### Wires at chosen ports, followed through buffers, run 1

Scale: 4 px per um.
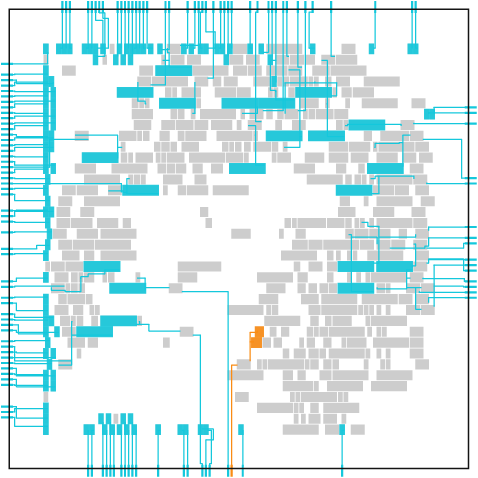
### Gate families picked out, run 1

Scale: 3 px per um.
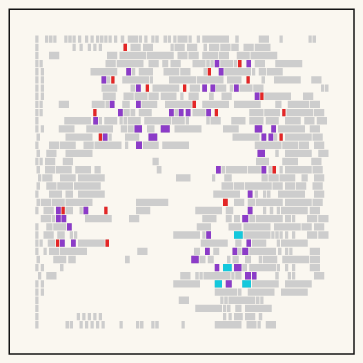
### Track usage over the die, run 1

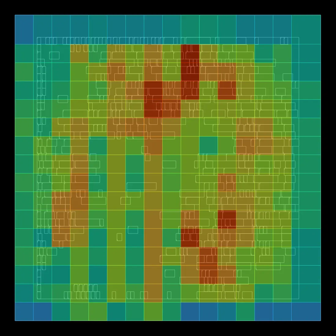
==> src/rtl/cdf_pkg.sv <==
// Shared definitions for the CDF pipeline: table geometry, word tag and the tagged-word format
// used by both the write-back (store) and fetch stages.
package cdf_pkg;

    localparam int          NUM_BINS = 256;
    localparam int          DATA_W   = 20;
    localparam int          WORD_W   = 128;
    localparam logic [15:0] TAG      = 16'hAAAA;

    typedef enum logic [1:0] {
        IDLE  = 2'd0,
        WRITE = 2'd1,
        DONE  = 2'd2
    } state_t;

    // Tagged word: [127:36]=0, [35:20]=tag, [19:0]=value
    function automatic logic [WORD_W-1:0] pack_word(input logic [15:0]       tag,
                                                    input logic [DATA_W-1:0] val);
        return {{(WORD_W-16-DATA_W){1'b0}}, tag, val};
    endfunction

endpackage

==> src/rtl/cdf_store.sv <==
// CDF write-back stage: packs one CDF value per cycle into a tagged word, writes one word per bin
// into the selected table half, and tracks frame completion, first non-zero value and monotonicity.
module cdf_store
    import cdf_pkg::*;
#(
    parameter int          NUM_BINS = cdf_pkg::NUM_BINS,
    parameter int          DATA_W   = cdf_pkg::DATA_W,
    parameter int          ADDR_W   = 16,
    parameter logic [15:0] TAG      = cdf_pkg::TAG
) (
    input  logic              clock,
    input  logic              reset_n,
    input  logic              StartIn,
    input  logic [DATA_W-1:0] CdfIn,
    input  logic              output_base_offset,
    output logic              WriteEnable,
    output logic [ADDR_W-1:0] WriteAddress,
    output logic [127:0]      WriteBus,
    output logic              Done,
    output logic [DATA_W-1:0] CdfMin,
    output logic              MonoErr
);

    localparam int CNT_W = $clog2(NUM_BINS) + 1;

    state_t            r_state;
    logic [CNT_W-1:0]  r_cnt;
    logic              r_base;
    logic [DATA_W-1:0] r_prev;

    logic              w_base;
    logic              w_accept;
    logic              w_last;
    logic [ADDR_W-1:0] w_addr;

    // The first sample of a frame uses the live offset; later samples use the latched copy.
    assign w_base   = (r_state == IDLE) ? output_base_offset : r_base;
    assign w_accept = StartIn && ((r_state == IDLE) || (r_state == WRITE));
    assign w_last   = (r_cnt == CNT_W'(NUM_BINS - 1));
    assign w_addr   = ({{(ADDR_W-1){1'b0}}, w_base} << (ADDR_W - 1)) | ADDR_W'(r_cnt);

    always_ff @(posedge clock or negedge reset_n) begin
        if (!reset_n) begin
            r_state      <= IDLE;
            r_cnt        <= '0;
            r_base       <= 1'b0;
            r_prev       <= '0;
            WriteEnable  <= 1'b0;
            WriteAddress <= '0;
            WriteBus     <= '0;
            Done         <= 1'b0;
            CdfMin       <= '0;
            MonoErr      <= 1'b0;
        end else begin
            WriteEnable <= 1'b0;
            if (w_accept) begin
                WriteEnable  <= 1'b1;
                WriteAddress <= w_addr;
                WriteBus     <= pack_word(TAG, CdfIn);
                r_prev       <= CdfIn;
            end

            case (r_state)
                IDLE: begin
                    Done  <= 1'b0;
                    r_cnt <= '0;
                    if (StartIn) begin
                        r_base  <= output_base_offset;
                        MonoErr <= 1'b0;
                        CdfMin  <= CdfIn;
                        if (w_last) begin
                            r_state <= DONE;
                        end else begin
                            r_cnt   <= CNT_W'(1);
                            r_state <= WRITE;
                        end
                    end
                end
                WRITE: begin
                    if (!StartIn) begin
                        r_state <= IDLE;
                        r_cnt   <= '0;
                    end else begin
                        if (CdfIn < r_prev) MonoErr <= 1'b1;
                        if (CdfMin == '0)   CdfMin  <= CdfIn;
                        if (w_last) begin
                            r_state <= DONE;
                            r_cnt   <= '0;
                        end else begin
                            r_cnt <= r_cnt + CNT_W'(1);
                        end
                    end
                end
                DONE: begin
                    // Samples arriving here are dropped; Done drops one edge after leaving.
                    Done <= 1'b1;
                    if (!StartIn) r_state <= IDLE;
                end
                default: begin
                    r_state <= IDLE;
                    r_cnt   <= '0;
                end
            endcase
        end
    end

endmodule

==> config.mk <==
export PLATFORM = sky130hd
export DESIGN_NAME = cdf_store
export DESIGN_NICKNAME = d
export VERILOG_FILES = /design/src/rtl/cdf_pkg.sv /design/src/rtl/cdf_store.sv
export SDC_FILE = /design/constraint.sdc
export NUM_CORES = 1
export LEC_CHECK = 0
export CAP_MARGIN = 20
export CORE_MARGIN = 8
export CORE_UTILIZATION = 41
export DETAILED_ROUTE_END_ITERATION = 8
export PLACE_DENSITY = 0.81
export SYNTH_ARGS = -nofsm -noshare
export SYNTH_HDL_FRONTEND = slang
export SYNTH_SLANG_ARGS = --single-unit
==> constraint.sdc <==
create_clock -name clock -period 2.2 [get_ports clock]
set_input_delay 0.33 -clock clock [delete_from_list [all_inputs] [get_ports clock]]
set_output_delay 0.33 -clock clock [all_outputs]
set_load 0.03 [all_outputs]
==> reports/metrics.cfg, run 1 <==
[run_status]
status=finished, final reports clean

[clock_tree]
clkSinkCount=66
root_buffer=clkbuf_8
h-tree-depth=3
clock.latency.late_pin_ns=0.34
cts_made_buffers=9
post_cts_resized=0
cts_setup_buffers=0
path_clk_slew_ns=0.07

[finish]
syn2layout_area_growth_pct=20.79
area_share_clock_buf_inv_pct=4.250
dominant_cells=multi-input combinational cells
stdcell_area_um2=4798
diodes=0
lay_top_cells=conb_1 (106), clkdlybuf4s50_1 (83), dfrtp_1 (66)
n_clock_buffer=13
combAreaFraction_pct=36.14
lay_top_count=conb_1
design.seq.count=66
buffers_excl_clock=98
nNonClkInverters=20
regArea_um2=1652
seq_area_share_pct=34.42
utilization_pct=50.01
combGateArea_um2=1734
final_layout_size_suffix_gt1_share_pct=10.62
logic_gates=300
nets=539

[detailed_routing]
drc=0
wl_met1_mm=4.015
dr.pass1.iters=5
top_layer_used=met4
wl_met2_mm=4.574
routed-wl-met3_um=632
wirelength_mm=9.308
viasPerCell=4.347
vias=2747
wire_per_inst_um=14.73

[global_routing]
grt_max_degree=35
antenna_found_initial=0
grt_first_pass_wirelength_mm=14.46

[critical_path]
reg2reg_depth=7
path_cells=clkdlybuf4s50_1 > ha_1 > a21oi_1 > o21ai_0 > a2111oi_0 > a31oi_1 > a311oi_1
cp-startpoint=CdfIn[7]
critPathCaptureType=register
cp-start-kind=input pin
r2r-end=MonoErr$_DFFE_PN0P_
crit_type=input pin to register
crit_fanout=2
reg2reg_from=r_prev[7]$_DFFE_PN0P_
r2r_setup_slack_ns=0.20
critPathSlowestCell=a2111oi_0

[floorplanning]
core_um2=9594
die-height_um=114.4
die_area_um2=13100
die_w_um=114.4
core_util_floorplan_pct=41.41

[pwr]
pwr-share-clk_pct=29.1
p_int_mw=2.340
ir_drop_v=0.0003292
p_total_mw=3.601
p_seq_share_pct=40.0
p_sw_share_pct=35.03
p_comb_share_pct=30.8
p_leak_nw=2.401
powerDensity_nw_per_um2=750.5

[job]
drv_cap=0
tool_warnings=26

[sta]
worstMarginPinSlew_ns=0.7664
finalClockPeriodUsage_pct=91.39
setup_violations=0
fin_setup_tns_ns=0
setup_slack_ns=0.1894
fin_skew_ns=0.01083
period_needed_ns=2.011

[place]
place_congestion=0.7607
numPlacedInstances=617
place_area_um2=4594

[synth]
numSynthFlops=66
avgSynthCellArea_um2=9.833
netlist_instances=404
ys_cells=404
yosysWarnings=0
synth_cell_types=37
ys_area_um2=3973

[hold_path]
hold_class=input pin to async pin

Back to the opening pictures, 'Wires at chosen ports, followed through buffers':
[cyan] `WriteBus` | bits: 128 | direction: output | edge: 50 left, 43 top, 20 bottom, 15 right | end cells: 121 | buffers: 28 | wire: 1,950 um
[orange] `StartIn` | bits: 1 | direction: input | edge: bottom | end cells: 2 | buffers: 1 | wire: 37.0 um
Port Buffers: 84
# IOs: 191

Back to the opening pictures, 'Gate families picked out':
[cyan] non-inverting ao/oa cells | cells: 4 | most used: a22o_1
[red] inv cells | cells: 20 | most used: inv_1
[purple] aoi and oai cells | cells: 51 | most used: o21ai_0

Back to the opening pictures, 'Track usage over the die':
met2 Use GR: 22.78%
GRT Max-Usage Layer: met2
Global Route Usage Sum: 13.90%

## run 1: how the worst min path moves through the flow
stage	start	endpoint	slack [ns]	cells after the start
5_1_grt	reset_n	CdfMin[14]$_DFFE_PN0P_	0.12	1
2_1_floorplan	reset_n	CdfMin[0]$_DFFE_PN0P_	0.03	0
3_5_place_dp	reset_n	r_prev[15]$_DFFE_PN0P_	0.45	1
4_1_cts	reset_n	CdfMin[9]$_DFFE_PN0P_	0.08	1
6_report	reset_n	CdfMin[14]$_DFFE_PN0P_	0.07	1
3_3_place_gp	reset_n	r_prev[15]$_DFFE_PN0P_	0.44	1
## run 1: Yosys cell counts
| master | number | share of area [%] |
|---|---|---|
| buf_2 | 3 | 0.38 |
| nor2b_1 | 1 | 0.16 |
| a22o_1 | 3 | 0.66 |
| nor4_4 | 1 | 0.54 |
| o21ai_1 | 1 | 0.13 |
| or3_1 | 3 | 0.47 |
| nor2_1 | 6 | 0.57 |
| nand2_2 | 1 | 0.16 |
| and3_1 | 4 | 0.63 |
| clkinv_2 | 1 | 0.13 |
| ha_1 | 20 | 6.3 |
| a21boi_0 | 2 | 0.38 |
| buf_4 | 113 | 21 |
| o21a_1 | 1 | 0.19 |
| o31ai_1 | 1 | 0.19 |
| buf_6 | 2 | 0.57 |
| nor4_1 | 6 | 0.94 |
| a2111oi_0 | 1 | 0.22 |
| o21bai_1 | 1 | 0.19 |
| a31oi_1 | 5 | 0.79 |
| nand4_1 | 2 | 0.31 |
| conb_1 | 1 | 0.094 |
| nand2b_1 | 6 | 0.94 |
| nand2_1 | 62 | 5.9 |
| o21ai_0 | 26 | 3.3 |
| nor3_1 | 1 | 0.13 |
| a21oi_1 | 12 | 1.5 |
| clkbuf_1 | 5 | 0.47 |
| mux2i_1 | 1 | 0.25 |
| mux2_2 | 1 | 0.28 |
| inv_1 | 19 | 1.8 |
| nand3_1 | 3 | 0.38 |
| mux2_4 | 20 | 7.6 |
| dfrtp_1 | 66 | 42 |
| a311oi_1 | 1 | 0.22 |
| xor2_1 | 1 | 0.22 |
| a211oi_1 | 1 | 0.19 |
## run 1: per-layer routing
metal | vias up | global-route usage (%)
li1 | 1297 | -
met1 | 1314 | 16.74
met2 | 132 | 22.78
met3 | 4 | 4.430
met4 | 0 | 4.880
met5 | - | 0
## run 1: power by group through the flow
stage	logic [mW]	registers (mW)	clock network (mW)
after floorplan	0.644	1.65	0
after global placement	1.08	1.45	0
after detailed placement	1.11	1.46	0
after CTS	1.11	1.44	1.08
after global routing	1.19	1.46	1.14
final	1.11	1.44	1.05
## run 1: registers in the layout, indices dropped and copies added (netlist names)
register / count
r_base: 1
r_state: 2
r_prev: 19
WriteEnable: 1
Done: 1
MonoErr: 1
r_cnt: 9
WriteBus: 2
WriteAddress: 10
CdfMin: 20
## run 1: kinds of logic (layout without fill, tap and decap cells)
logic type | Yosys count | after routing | share of synthesized area [%]
xor+xnor | 1 | 1 | 0.2205
flops | 66 | 66 | 41.57
mux | 22 | 22 | 8.095
other cells | 1 | 106 | 0.09440
compound gates | 55 | 55 | 7.937
simple gates | 96 | 96 | 11.09
fa+ha+maj | 20 | 20 | 6.299
buf+inv | 143 | 133 | 24.69
### Signal metal coverage by tile, run 1

Scale: 3 px per um. 23 x 23 tiles, from white (low) to dark blue (high), scaled to the fullest tile. Values are wire area over tile area, all layers added.
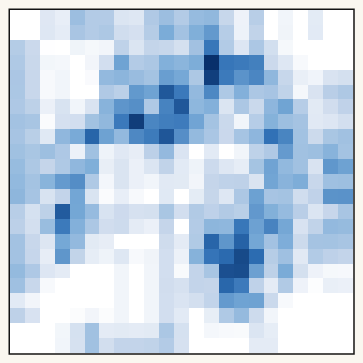

==> run 1 -> run 2 <==
--- a/config.mk
+++ b/config.mk
@@ -6,7 +6,6 @@
 export NUM_CORES = 1
 export LEC_CHECK = 0
 export CAP_MARGIN = 20
-export CORE_MARGIN = 8
 export CORE_UTILIZATION = 41
 export DETAILED_ROUTE_END_ITERATION = 8
 export PLACE_DENSITY = 0.81
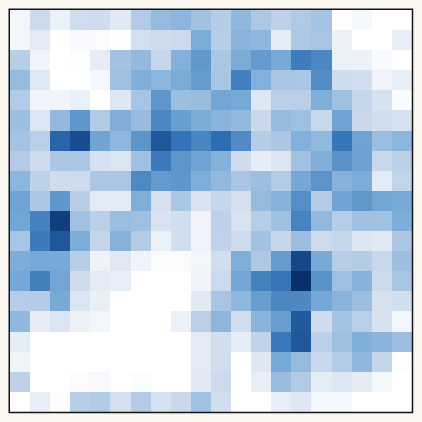
*Signal metal coverage by tile, run 2*
Scale: 4 px per um. 20 x 20 tiles, from white (low) to dark blue (high), scaled to the fullest tile. Values are wire area over tile area, all layers added.
mean over tiles: 0.12
emptiest ninth of the die: lower left
tiles over half the peak: 17%
Vias: 2,721
Global Route Usage Sum: 16.16%
drt total wl: 7.962 mm
routed len/inst: 12.50 um

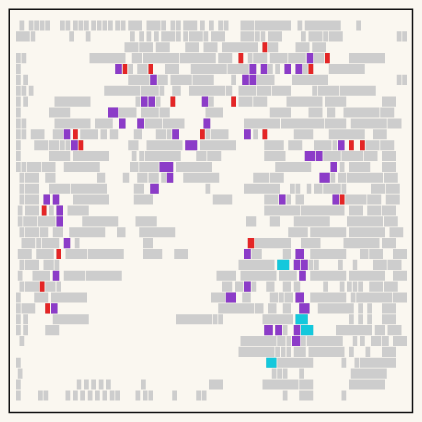
*Gate families picked out, run 2*
Scale: 4 px per um.
[red] inv cells | cells: 20 | most used: inv_1
[cyan] non-inverting ao/oa cells | cells: 4 | most used: a22o_1
[purple] aoi and oai cells | cells: 51 | most used: o21ai_0
combinational share of cell area: 35.74%
Final Non-Filler Cells: 637

==> reports/metrics.cfg, run 2 <==
[synth]
flop_cell=dfrtp_1
avgSynthCellArea_um2=9.833  ; unchanged
ys_async_sr_fraction_pct=100.0  ; unchanged
netlist_instances=404  ; unchanged
top_area_cell=dfrtp_1
synthTopCellsByArea=dfrtp_1 (42%), buf_4 (21%), mux2_4 (7.6%)
ys_area_um2=3973  ; unchanged
top_cell_area_share_pct=41.57  ; unchanged
yosysWarnings=0  ; unchanged
synth_cell_types=37  ; unchanged
ys_cells=404  ; unchanged
synth-edff-count=0  ; unchanged
numSynthFlops=66  ; unchanged
synth_seq_share_pct=41.57
syn_area_um2=3973
top_cells_by_count=buf_4 (113), dfrtp_1 (66), nand2_1 (62)
top_cell=buf_4

[sta]
setup_violations=0  ; unchanged
fin_skew_ns=0.01200  ; +0.001166 ns
fin_setup_tns_ns=0  ; unchanged
period_needed_ns=2.017  ; +0.006512 ns
finalClockPeriodUsage_pct=91.69  ; +0.30 points
slew_violations=0

[clock_tree]
clock.latency.late_pin_ns=0.33  ; about the same
cts_tree=built
cts_made_buffers=9  ; unchanged
h-tree-depth=3  ; unchanged
clkSinkCount=66  ; unchanged
cts_setup_buffers=0  ; unchanged
path_clk_slew_ns=0.08  ; about the same
root_buffer=clkbuf_8

[critical_path]
cp-start-kind=input pin
critPathSlowestCell=clkdlybuf4s50_1
path_cells=clkdlybuf4s50_1 > ha_1 > a21oi_1 > o21ai_0 > a2111oi_1 > a31oi_1 > a311oi_1
cp-startpoint=CdfIn[5]
arrival_ns=2.24
r2r_setup_slack_ns=0.24  ; +0.04 ns
reg2reg_from=r_prev[5]$_DFFE_PN0P_
crit_fanout=2  ; unchanged
critPathCaptureType=register
reg2reg_depth=7  ; unchanged
r2r-end=MonoErr$_DFFE_PN0P_
crit_type=input pin to register

[floorplanning]
die_w_um=100.4  ; -12%
die-height_um=100.4  ; -12%
io_pins=191  ; unchanged
die_area_um2=10090  ; -23%
core_util_floorplan_pct=42.59  ; +1.2 points
core_um2=9328  ; -2.8%

[pwr]
powerDensity_nw_per_um2=758.3  ; +1.0%
ir_drop_v=0.0003832  ; +16%
p_leak_nw=2.424  ; +0.94%

[detailed_routing]
drc=0  ; unchanged
dr.pass1.iters=4  ; -1
viasPerCell=4.272  ; -1.7%

[finish]
regMostFlops=CdfMin
diodes=0  ; unchanged
reg_top3=CdfMin: 20 flops, r_prev: 19 flops, WriteAddress: 10 flops
nets=547  ; +1.5%
largest_reg_flops=20  ; unchanged
stdcell_area_um2=4856  ; +1.2%
lay_top_count=conb_1
syn2layout_area_growth_pct=22.24
lay_top_cells=conb_1 (106), clkdlybuf4s50_1 (83), dfrtp_1 (66)
final_layout_size_suffix_gt1_share_pct=12.20  ; +1.6 points

[place]
place_congestion=0.8144  ; +7.1%
numPlacedInstances=620  ; +0.49%
io_buffers=84  ; unchanged
place_area_um2=4617  ; +0.49%

[global_routing]
grt_first_pass_wirelength_mm=12.55  ; -13%
antenna_found_initial=0  ; unchanged
grt_max_degree=36  ; +2.9%

[run_status]
status=finished, final reports clean

[job]
tool_warnings=26  ; unchanged
drv_cap=0  ; unchanged

[hold_path]
hold_class=input pin to async pin

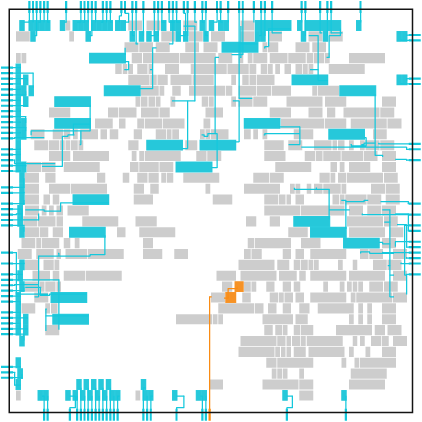
*Wires at chosen ports, followed through buffers, run 2*
Scale: 4 px per um.
[cyan] `WriteBus` | bits: 128 | direction: output | edge: 46 top, 42 left, 23 bottom, 17 right | end cells: 121 | buffers: 28 | wire: 1,100 um
[orange] `StartIn` | bits: 1 | direction: input | edge: bottom | end cells: 2 | buffers: 1 | wire: 34.8 um

-- run 2: cell counts after synthesis --
Identical to the previous run, type by type.
-- run 2: cells by family after synthesis --
group                      count (synthesis)  synth area share, %
other                                      1              0.09440
buffers and inverters                    143                24.69
AOI/OAI and AO/OA                         55                7.937
and+or+nand+nor                           96                11.09
muxes                                     22                8.095
adders and majority gates                 20                6.299
xor gates and xnor gates                   1               0.2205
DFF                                       66                41.57
-- run 2: cell type report --
class | instances | area [um2]
multi-input cells | 300 | 1735
repair buffers | 106 | 1003
flip-flops and latches | 66 | 1652
clock inverters | 6 | 90.09
fillers | 859 | 4472
clock buffers | 10 | 137.6
well taps | 129 | 161.4
inverters | 20 | 76.32
-- run 2: metal layers --
layer	global-route usage (%)	share of wire, %	vias up	wire length [um]
met5	0	0	-	0
met4	5.797	0.98	0	78
met3	2.925	5.0	6	399
met2	27.45	49	117	3919
met1	20.59	45	1284	3564
li1	-	-	1314	-
-- run 2: how the worst min path moves through the flow --
stage               startpoint                           to  slack, ns
finish                 reset_n  WriteAddress[4]$_DFFE_PN0P_       0.32
global route           reset_n  WriteAddress[4]$_DFFE_PN0P_       0.29
CTS                    reset_n  WriteAddress[4]$_DFFE_PN0P_       0.30
detailed placement     reset_n  WriteAddress[4]$_DFFE_PN0P_       0.13
global placement       reset_n  WriteAddress[4]$_DFFE_PN0P_       0.13
floorplan              reset_n        CdfMin[0]$_DFFE_PN0P_       0.03
-- run 2: what timing repair did --
item | in CTS | in global routing
endpoints found under the hold margin | 2 | 0
hold buffers | 1 | 0
setup endpoints to repair | 0 | 1
gates resized | 0 | 1
-- run 2: where the power goes --
part | total [mW] | leakage [nW] | internal [mW] | switching (mW)
Combinational | 1.09 | 1.50 | 0.397 | 0.698
Clock | 1.15 | 0.101 | 0.669 | 0.479
Sequential | 1.44 | 0.821 | 1.34 | 0.105
-- run 2: worst max-delay path, delay by kind of cell --
kind                       cells  cell delay, ns
buffers and inverters          1            0.43
adders and majority gates      1            0.32
AOI/OAI and AO/OA              5            1.14
-- run 2: stage by stage --
stage | setup slack, ns | util [%] | power (mW)
2_1_floorplan | 0.3228 | - | 2.297
3_3_place_gp | -0.04160 | 49.50 | 2.530
3_5_place_dp | -0.2042 | 49.50 | 2.556
4_1_cts | 0.1010 | 52.05 | 3.712
5_1_grt | 0.08773 | 52.06 | 3.862
6_report | 0.1828 | 52.06 | 3.682
### Track usage over the die, run 2

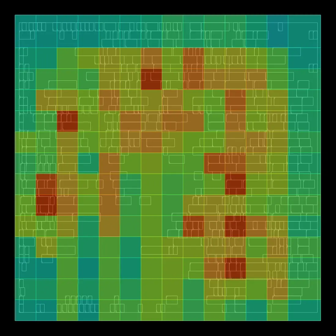

==> run 2 -> run 3 <==
--- a/config.mk
+++ b/config.mk
@@ -7,6 +7,7 @@
 export LEC_CHECK = 0
 export CAP_MARGIN = 20
 export CORE_UTILIZATION = 41
+export CTS_BUF_LIST = sky130_fd_sc_hd__clkbuf_2
 export DETAILED_ROUTE_END_ITERATION = 8
 export PLACE_DENSITY = 0.81
 export SYNTH_ARGS = -nofsm -noshare
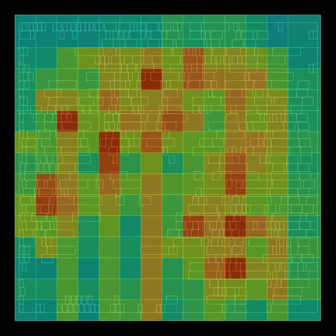
*Track usage over the die, run 3*
GR Util met1: 20.59%
grt met3 use: 2.298%
Global Route Usage Sum: 16.14%

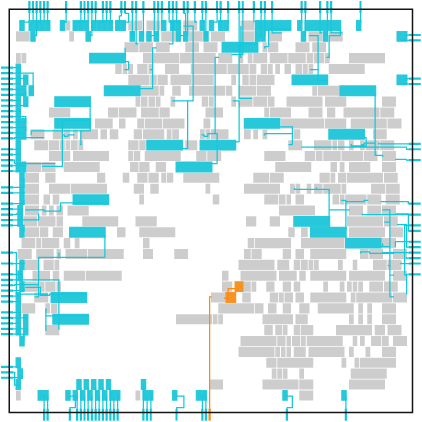
*Wires at chosen ports, followed through buffers, run 3*
Scale: 4 px per um.
[orange] `StartIn` | bits: 1 | direction: input | edge: bottom | end cells: 2 | buffers: 1 | wire: 34.8 um
[cyan] `WriteBus` | bits: 128 | direction: output | edge: 46 top, 42 left, 23 bottom, 17 right | end cells: 121 | buffers: 28 | wire: 1,100 um

==> reports/metrics.cfg, run 3 <==
[run_status]
status=finished, final reports clean

[sta]
slew_violations=0  ; unchanged
setup_slack_ns=0.2070  ; +0.02421 ns
finalClockPeriodUsage_pct=90.59  ; -1.1 points
max_clock_freq_mhz=501.8
fin_setup_tns_ns=0  ; unchanged
setup_violations=0  ; unchanged
fin_skew_ns=0.04020  ; +0.02820 ns
period_needed_ns=1.993  ; -0.02421 ns

[synth]
top_cell=buf_4
top_cells_by_count=buf_4 (113), dfrtp_1 (66), nand2_1 (62)
synth-edff-count=0  ; unchanged
flop_cell=dfrtp_1
yosysWarnings=0  ; unchanged
ys_async_sr_fraction_pct=100.0  ; unchanged
netlist_instances=404  ; unchanged
synthTopCellsByArea=dfrtp_1 (42%), buf_4 (21%), mux2_4 (7.6%)
avgSynthCellArea_um2=9.833  ; unchanged
synth_seq_share_pct=41.57  ; unchanged
top_area_cell=dfrtp_1
ys_cells=404  ; unchanged
synth_cell_types=37  ; unchanged
top_cell_area_share_pct=41.57  ; unchanged
ys_area_um2=3973  ; unchanged
numSynthFlops=66  ; unchanged
syn_area_um2=3973  ; unchanged

[finish]
largest_reg_flops=20  ; unchanged
final_layout_size_suffix_gt1_share_pct=12.20  ; unchanged
syn2layout_area_growth_pct=20.13
utilization_pct=51.16  ; -0.90 points
nets=547  ; unchanged
lay_top_cells=conb_1 (106), clkdlybuf4s50_1 (83), dfrtp_1 (66)
lay_top_count=conb_1
stdcell_area_um2=4772  ; -1.7%
diodes=0  ; unchanged
regMostFlops=CdfMin
reg_top3=CdfMin: 20 flops, r_prev: 19 flops, WriteAddress: 10 flops

[pwr]
p_comb_share_pct=32.7  ; +3.0 points
p_seq_share_pct=42.9  ; +3.8 points
p_int_mw=2.103  ; -12%
ir_drop_v=0.0004024  ; +5.0%
pwr-share-clk_pct=24.4  ; -6.8 points
p_leak_nw=2.392  ; -1.3%
p_total_mw=3.358  ; -8.8%
powerDensity_nw_per_um2=703.6  ; -7.2%
switching_power_mw=1.255  ; -2.1%
p_sw_share_pct=37.36  ; +2.6 points

[floorplanning]
core_um2=9328  ; unchanged
die-height_um=100.4  ; unchanged
die_area_um2=10090  ; unchanged
io_pins=191  ; unchanged
die_w_um=100.4  ; unchanged
core_util_floorplan_pct=42.59  ; unchanged

[clock_tree]
cts_setup_buffers=0  ; unchanged
clk_path_buf_depth=2
clock.latency.late_pin_ns=0.48  ; +0.15 ns
cts_made_buffers=9  ; unchanged
path_clk_slew_ns=0.22  ; +0.14 ns
cts_tree=built
clkSinkCount=66  ; unchanged
h-tree-depth=3  ; unchanged
root_buffer=clkbuf_2

[place]
io_buffers=84  ; unchanged
place_congestion=0.8144  ; unchanged
place_area_um2=4617  ; unchanged
place_ws_ns=-0.2042  ; unchanged

[critical_path]
crit_type=register to register
path_buffers=1  ; unchanged
cp.depth=7  ; unchanged
path_cells=inv_1 > ha_1 > nand4_1 > nor4_1 > a2111oi_2 > a31oi_1 > a311oi_1
critPathCaptureType=register
reg2reg_depth=7  ; unchanged
arrival_ns=2.33  ; +0.09 ns
crit_fanout=3  ; +1
critPathSlowestCell=nor4_1
cp-start-kind=register
crit_family=simple AND/OR/NAND/NOR gates

[hold_path]
hold_class=input pin to async pin

[detailed_routing]
wirelength_mm=7.962  ; unchanged
wire_per_inst_um=12.50  ; unchanged
dr.pass1.iters=5  ; +1
viasPerCell=4.303  ; +0.74%
drc=0  ; unchanged
drt_iter0_drc=59

[job]
tool_warnings=26  ; unchanged
drv_cap=0  ; unchanged

[global_routing]
grt_pass1_vias=2620
grt_first_pass_wirelength_mm=12.54  ; -0.11%
grt_max_degree=36  ; unchanged
antenna_found_initial=0  ; unchanged

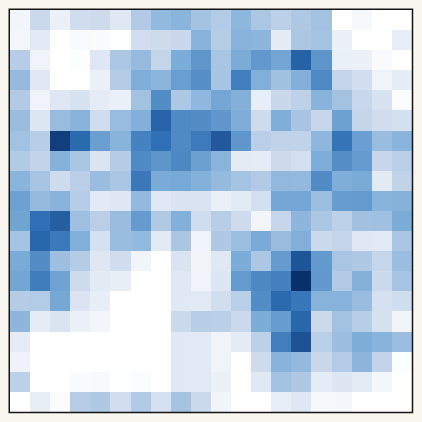
*Signal metal coverage by tile, run 3*
Scale: 4 px per um. 20 x 20 tiles, from white (low) to dark blue (high), scaled to the fullest tile. Values are wire area over tile area, all layers added.
nearly empty tiles: 13%
fullest tile: 0.41
tiles over half the peak: 17%
Vias: 2,741

-- run 3: per-layer routing --
metal	vias to the layer above	global-route usage [%]	wire length (um)
li1	1318	-	-
met4	0	6.132	84
met3	8	2.298	378
met5	-	0	0
met2	114	27.71	3907
met1	1301	20.59	3592
-- run 3: cell type report --
type | count | area, um2
clock buffers | 9 | 45.04
clock inverters | 7 | 93.84
fillers | 869 | 4556
inverters | 20 | 76.32
multi-input cells | 300 | 1740
flip-flops and latches | 66 | 1652
well taps | 129 | 161.4
repair buffers | 106 | 1003
-- run 3: cells by family after synthesis --
kind of cell / after synthesis / synth area share [%]
DFF: 66 / 41.57
and+or+nand+nor: 96 / 11.09
xor gates and xnor gates: 1 / 0.2205
adders and majority gates: 20 / 6.299
other: 1 / 0.09440
muxes: 22 / 8.095
AOI/OAI and AO/OA: 55 / 7.937
buffers and inverters: 143 / 24.69
-- run 3: through the flow --
stage | std cells | hold slack [ns]
final | 637 | 0.1407
after global routing | 637 | 0.06818
after CTS | 637 | 0.09115
after detailed placement | 620 | 0.1311
after global placement | 620 | 0.1291
after floorplan | 509 | 0.03441
-- run 3: worst paths after layout --
| check | start | end | slack (ns) |
|---|---|---|---|
| min in group clock | StartIn | r_state[1]$_DFFE_PN0P_ | 0.43 |
| setup reg to reg | r_prev[15]$_DFFE_PN0P_ | MonoErr$_DFFE_PN0P_ | 0.21 |
| setup / recovery | r_prev[15]$_DFFE_PN0P_ | MonoErr$_DFFE_PN0P_ | 0.21 |
| max in group asynchronous | reset_n | WriteAddress[15]$_DFFE_PN0P_ | 1.39 |
| hold reg to reg | WriteAddress[3]$_DFFE_PN0P_ | WriteAddress[3]$_DFFE_PN0P_ | 0.50 |
| hold / removal | reset_n | WriteAddress[4]$_DFFE_PN0P_ | 0.14 |
-- run 3: worst register-to-register path: cells and delay by family, from the launching register on --
family                   cells  cell delay, ns
AND/OR/NAND/NOR              2            0.65
adder cells (fa/ha/maj)      1            0.32
AND-OR/OR-AND                3            0.45
flip-flops                   1            0.40
buffers and inverters        1            0.06
-- run 3: timing repair --
action	4_1_cts	5_1_grt
endpoints found under the setup margin	0	1
endpoints found under the hold margin	66	0
hold buffers	1	0
gates resized	0	2
-- run 3: power by group through the flow --
stage | Clock, mW | Combinational [mW] | Sequential, mW
floorplan | 0 | 0.644 | 1.65
global placement | 0 | 1.07 | 1.46
detailed placement | 0 | 1.09 | 1.46
CTS | 0.848 | 1.10 | 1.44
global route | 0.899 | 1.18 | 1.46
finish | 0.820 | 1.10 | 1.44
Power figures rest on the tool's default switching activity, not on a simulated workload.
